Design lift_scheduler_flat, sky130hd; sources not shown.
==> run_1/logic_types.png <==
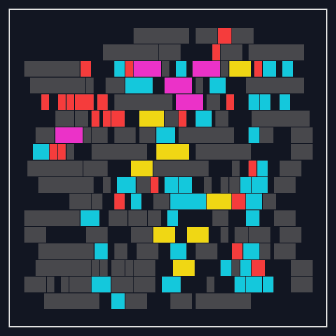
NAND gates -> red  # cells 23
adder and majority cells -> magenta  # cells 5, where north
multiplexers -> yellow  # cells 8
inverting AOI/OAI gates -> cyan  # cells 36
dominant logic cell type in the layout: clkdlybuf4s50_1
combinational share of cell area: 45.96%
Cell Count, Final, Fillers Out: 189

==> run_1/placement_by_type.png <==
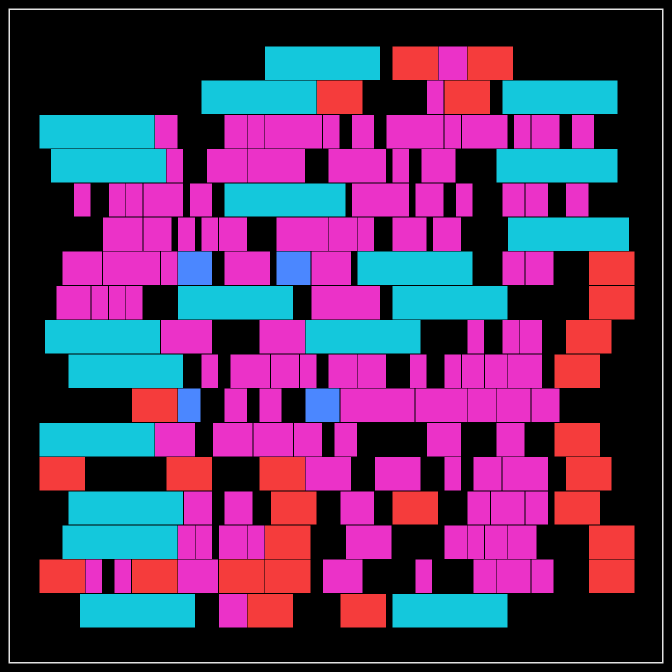
combinational and other logic -> magenta  # cells 112, share of their area 49%
clock drivers and dummy loads -> blue  # cells 4, share of their area 1.8%
flops -> cyan  # cells 19, share of their area 32%
other buffers and delay cells -> red  # cells 26, share of their area 17%
Core ar.: 0.002191 mm²
Seq area share: 31.27%
Layout Utilization: 69.96%

==> run_1/clocks.png <==
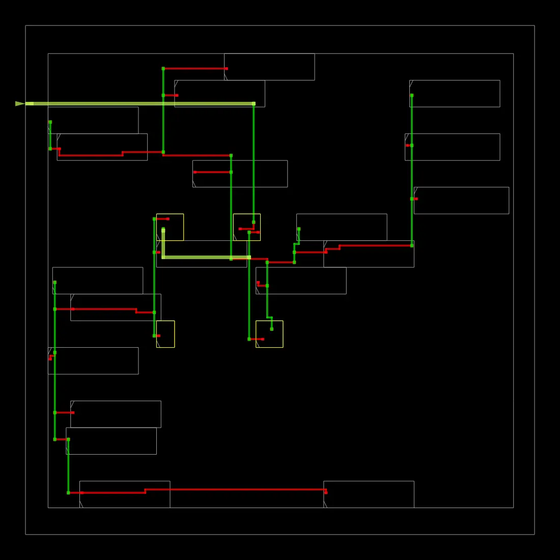
flip-flops: 19
skew final: 9.985 ps
clk latency late pin: 300 ps
clock sinks: 19

==> impl_metrics.tcl, run 1 <==
# collected from the flow reports
set metrics [dict create \
    pin_count 27 \
    mostFrequentLayoutCells "clkdlybuf4s50_1 (26), dfrtp_1 (16), nand2_1 (14)" \
    comb_power_uw 391 \
    worst_ep_arrival_time_ps 2960 \
    yosysChipArea_mm2 0.001235 \
    worst_pin_slew_ps 742.5 \
    ys_cells 135 \
    die-area_mm2 0.002685 \
    taps 28 \
    synthCells 135 \
    clk_share_pct 1.796 \
    via_count 1127 \
    die_height_um 51.82 \
    tool_warnings 29 \
    gr-usage-all-layers_pct 26.46 \
    comb_area_um2 704.4 \
    synthTopLogicFamily "AND-OR/OR-AND gates" \
    avgSynthCellArea_um2 9.148 \
    slowest_stage "clkdlybuf4s50_1" \
    holdBufCountCts 0 \
    gp_congestion 0.8945 \
    final_max_slew_viol_count 0 \
    num-clock-buffers 3 \
    whs_ps 529.9 \
    netlist_area_mm2 0.001235 \
    power.total_uw 721.8 \
    synthTopCellsByCount "dfrtp_1 (16), nand2_1 (14), nor2_1 (11), o21ai_0 (9), inv_1 (7)" \
    yosys.cell_types.count 43 \
    dp_slack_ps 1975 \
    largest_reg_flops 8 \
    critical_path.top_delay_family "simple AND/OR/NAND/NOR gates" \
    wl_met1_um 1402 \
    dieWidth_um 51.82 \
    io_buffer_count 26 \
    inverters 7 \
    fp_nets 154 \
    finalCriticalPeriod_ps 2763 \
    place_area_mm2 0.001505 \
    routedWlPerCell_um 15.61 \
    fin_tns_setup_ps 0 \
    fin_crit_sh_pct 55.26 \
    seq_area_um2 479.2 \
    p_leak_nw 0.5963 \
    power_frac_seq_pct 34.9 \
    cts_resized 0 \
    ys_sh_adder_pct 5.066 \
    path_clk_slew_ps 120 \
    ys_warn_count 0 \
    hold_class "register to register" \
    ant_nets 0 \
    worst-path-stages 7 \
    ys_seq_share_pct 38.80 \
    max-clock-path-buffers 2 \
    h-tree-depth 1 \
    final.setup.worst_slack_ps 2237 \
    max_freq_ghz 0.3619 \
    ff_type "dfrtp_1" \
    wl_met2_um 1420 \
    path_buffers 1 \
    start_kind "primary input" \
    critPathMaxStageDelay_ps 700 \
    status "completed" \
    synth.most_common_cell "dfrtp_1" \
    edf_count 0 \
    slew_headroom_pct 50.45 \
    largest_class "logic gates" \
    busiest_layer "met2" \
    layout-drive-gt1-share_pct 9.317 \
    ys_sh_xor_pct 1.418 \
    area_growth_pct 24.11 \
    crit_fanout 16 \
    drt-total-wl_um 2950 \
    highest_layer "met4" \
    grt_pass1_wl_um 5168 \
    postLayoutCellArea_mm2 0.001533 \
    rr_worst_depth 8 \
    topCellsByArea "dfrtp_1 (32%), dfstp_2 (6.4%), ha_1 (5.1%)" \
    layout.nets 181 \
    p_per_area_mw_per_mm2 470.9 \
    ir_drop_mv 0.3807 \
    top_power_group "combinational logic" \
    bufAreaShareNonClock_pct 16.98 \
    grt_max_degree 20 \
    nMultiInputCombCells 105 \
    rrSetupSlack_ps 2240 \
    sequentialPower_uw 252 \
    grt_use_met3_pct 3.448 \
    initCoreUtil_pct 56.37 \
    drt-initial-drc-count 32 \
    ys_sh_simple_pct 20.77 \
    p_sw_uw 337.7 \
    finalHoldViolCount 0 \
    gr-total-overflow 0 \
    p_clk_uw 79.1 \
    internal-power_uw 384.1 \
    p_clk_share_pct 11.0 \
    worstHoldPathCells 2 \
    grt_pass1_vias 1133 \
    synth_flops 19 \
    dp_hpwl_um 2227 \
    cts_made_buffers 3 \
    setup_violations 0 \
    async_flop_share_pct 100.0 \
    dr.pass1.iters 5 \
    fill_cells 174 \
    yosysTopAreaCell "dfrtp_1" \
    n_all_buffers 26 \
    synthAoiAreaFrac_pct 22.70 \
    viasPerCell 5.963 \
    muxShareOfSynthArea_pct 7.092 \
    grt.met1_usage_pct 34.94 \
    crit_path_end_kind "register" \
    n_antenna_cell 0 \
    max_cap_viol_count 0 \
    netlist.area_leader.share_pct 32.42 \
    antenna_found_initial 0 \
    cts_root_buf "clkbuf_4" \
    wl_met3_um 102 \
    groute.layer.met2.usage_pct 42.83 \
    post-place-cells 185 \
    grt_setup_unrepaired "false" \
    critPathRequiredTime_ps 5200 \
    cts_setup_buffers 0 \
    combPwrFrac_pct 54.1 \
    drc 0 \
    worstPathCellList "clkdlybuf4s50_1, nor2_2, a31oi_1, or4_4, a211oi_2, a21oi_2, mux2_4" \
]
==> run 1 -> run 2 <==
Settings changed: ABC_CLOCK_PERIOD_IN_PS 5000 to 2800, CORE_UTILIZATION 54 to 50, PLACE_DENSITY 0.84 to 0.79.
Clock period 5 ns to 2.8 ns, I/O delays scaled along.
==> run_2/clocks.png <==
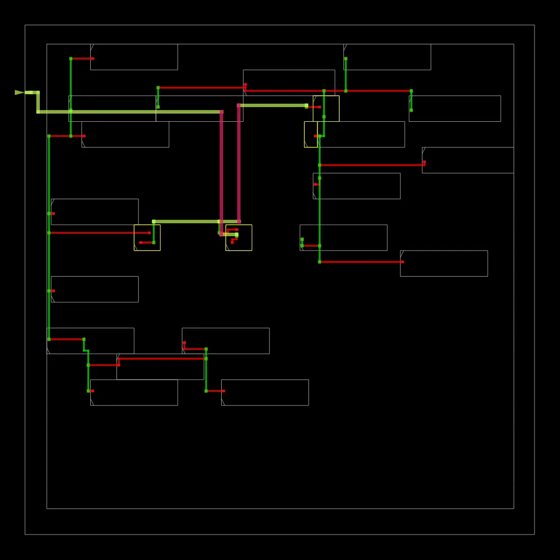
skew final: 6.637 ps
Layout clock buffers: 4
Clk. pwr: 139 µW

==> run_2/logic_types.png <==
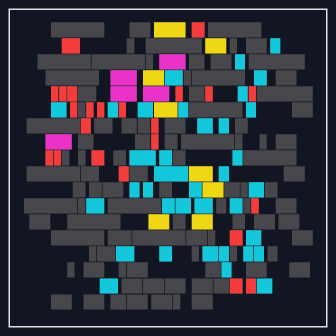
adder and majority cells -> magenta  # cells 5
multiplexers -> yellow  # cells 8
NAND gates -> red  # cells 23
inverting AOI/OAI gates -> cyan  # cells 36
Cell Count, Final, Fillers Out: 196
combinational share of cell area: 44.82%

==> run 2 against run 1 <==
  * Combinational power up 83%
  * Largest power group unchanged
  * Wire length down 0.31%
  * Cell area up 2.5%
==> impl_metrics.tcl, run 2 <==
# collected from the flow reports
set metrics [dict create \
    status "completed" \
    drt-total-wl_um 2941 \
    ff_type "dfrtp_1" \
    max_cap_viol_count 0 \
    viasPerCell 5.786 \
    finalCriticalPeriod_ps 2450 \
    ys_sh_simple_pct 20.77 \
    ir_drop_mv 0.7174 \
    die-area_mm2 0.002883 \
    internal-power_uw 704.3 \
    holdBufCountCts 0 \
    sequentialPower_uw 450 \
    topCellsByArea "dfrtp_1 (32%), dfstp_2 (6.4%), ha_1 (5.1%)" \
    synth.most_common_cell "dfrtp_1" \
    clk_latency_ps 300 \
    comb_area_um2 704.4 \
    ys_sh_xor_pct 1.418 \
    drc 0 \
    path_buffers 1 \
    fill_cells 200 \
    clk_share_pct 1.672 \
    max-clock-path-buffers 2 \
    hold_class "primary input to async pin" \
    comb_power_uw 717 \
    wl_met3_um 115 \
    critPathRequiredTime_ps 3000 \
    whs_ps 386.8 \
    final_util_pct 65.21 \
    async_flop_share_pct 100.0 \
    bufAreaShareNonClock_pct 18.95 \
    wl_met2_um 1437 \
    core_area_mm2 0.002410 \
    highest_layer "met4" \
    worstPathCellList "inv_1, ha_1, nor2b_1, a41oi_1, or4_4, a211oi_2, a21oi_2, mux2_4" \
    gr-usage-all-layers_pct 24.08 \
    largest_class "logic gates" \
    pin_count 27 \
    fin_tns_setup_ps 0 \
    cts_tree "yes" \
    seq_area_um2 479.2 \
    drt-initial-drc-count 15 \
    synthAoiAreaFrac_pct 22.70 \
    postLayoutCellArea_mm2 0.001572 \
    initCoreUtil_pct 51.25 \
    n_antenna_cell 0 \
    yosys.cell_types.count 43 \
    worst-path-stages 8 \
    cts_root_buf "clkbuf_4" \
    area_growth_pct 27.25 \
    avgSynthCellArea_um2 9.148 \
    ff_count 19 \
    n_all_buffers 31 \
    dp_hpwl_um 2309 \
    path_clk_slew_ps 110 \
    ant_nets 0 \
    groute.layer.met2.usage_pct 38.62 \
    antenna_found_initial 0 \
    synthTopCellsByCount "dfrtp_1 (16), nand2_1 (14), nor2_1 (11), o21ai_0 (9), inv_1 (7)" \
    post-place-cells 192 \
    worst_ep_arrival_time_ps 2650 \
    gr-total-overflow 0 \
    layout.nets 186 \
    via_count 1134 \
    ys_cells 135 \
    finalHoldViolCount 0 \
    final_common_cell "clkdlybuf4s50_1" \
    cts_sinks 19 \
    critical_path.top_delay_family "simple AND/OR/NAND/NOR gates" \
    slowest_stage "or4_4" \
    rr_worst_depth 8 \
    p_leak_nw 0.6182 \
    grt_max_degree 20 \
    cts_resized 0 \
    start_kind "register" \
    setup_violations 0 \
    yosysChipArea_mm2 0.001235 \
    grt_pass1_vias 1108 \
    yosysTopAreaCell "dfrtp_1" \
    mostFrequentLayoutCells "clkdlybuf4s50_1 (26), dfrtp_1 (16), nand2_1 (14)" \
    cts_setup_buffers 0 \
    h-tree-depth 1 \
    crit_fanout 4 \
    grt_use_met3_pct 5.556 \
    edf_count 0 \
    io_buffer_count 26 \
    netlist_area_mm2 0.001235 \
    synth_flops 19 \
    final_max_slew_viol_count 0 \
    largest_reg_flops 8 \
    dr.pass1.iters 4 \
    fin_crit_sh_pct 87.48 \
    ys_seq_share_pct 38.80 \
    netlist.area_leader.share_pct 32.42 \
    p_clk_share_pct 10.7 \
    inverters 7 \
    worst_pin_slew_ps 714.1 \
    rrSetupSlack_ps 350 \
    routedWlPerCell_um 15.01 \
    grt_pass1_wl_um 4919 \
    tool_warnings 29 \
    die_height_um 53.70 \
    p_per_area_mw_per_mm2 831.5 \
    slew_headroom_pct 52.34 \
    synthTopLogicFamily "AND-OR/OR-AND gates" \
    ys_warn_count 0 \
    nMultiInputCombCells 105 \
    dp_slack_ps 163.9 \
    grt_setup_unrepaired "false" \
    gp_congestion 0.9289 \
    p_sw_uw 602.4 \
    taps 30 \
    muxShareOfSynthArea_pct 7.092 \
    power.total_mw 1.307 \
    grt.met1_usage_pct 30.34 \
    crit_path_end_kind "register" \
    synthCells 135 \
    wl_met1_um 1363 \
    combPwrFrac_pct 54.9 \
    fp_nets 154 \
    top_power_group "combinational logic" \
    critPathMaxStageDelay_ps 520 \
    final.setup.worst_slack_ps 350.5 \
    cts_made_buffers 3 \
    max_freq_ghz 0.4082 \
    power_frac_seq_pct 34.5 \
    ys_sh_adder_pct 5.066 \
    place_area_mm2 0.001545 \
    layout-drive-gt1-share_pct 11.45 \
    busiest_layer "met2" \
    dieWidth_um 53.70 \
    sh_seq_area_pct 30.49 \
]
Power is estimated from default activity; no workload was simulated.
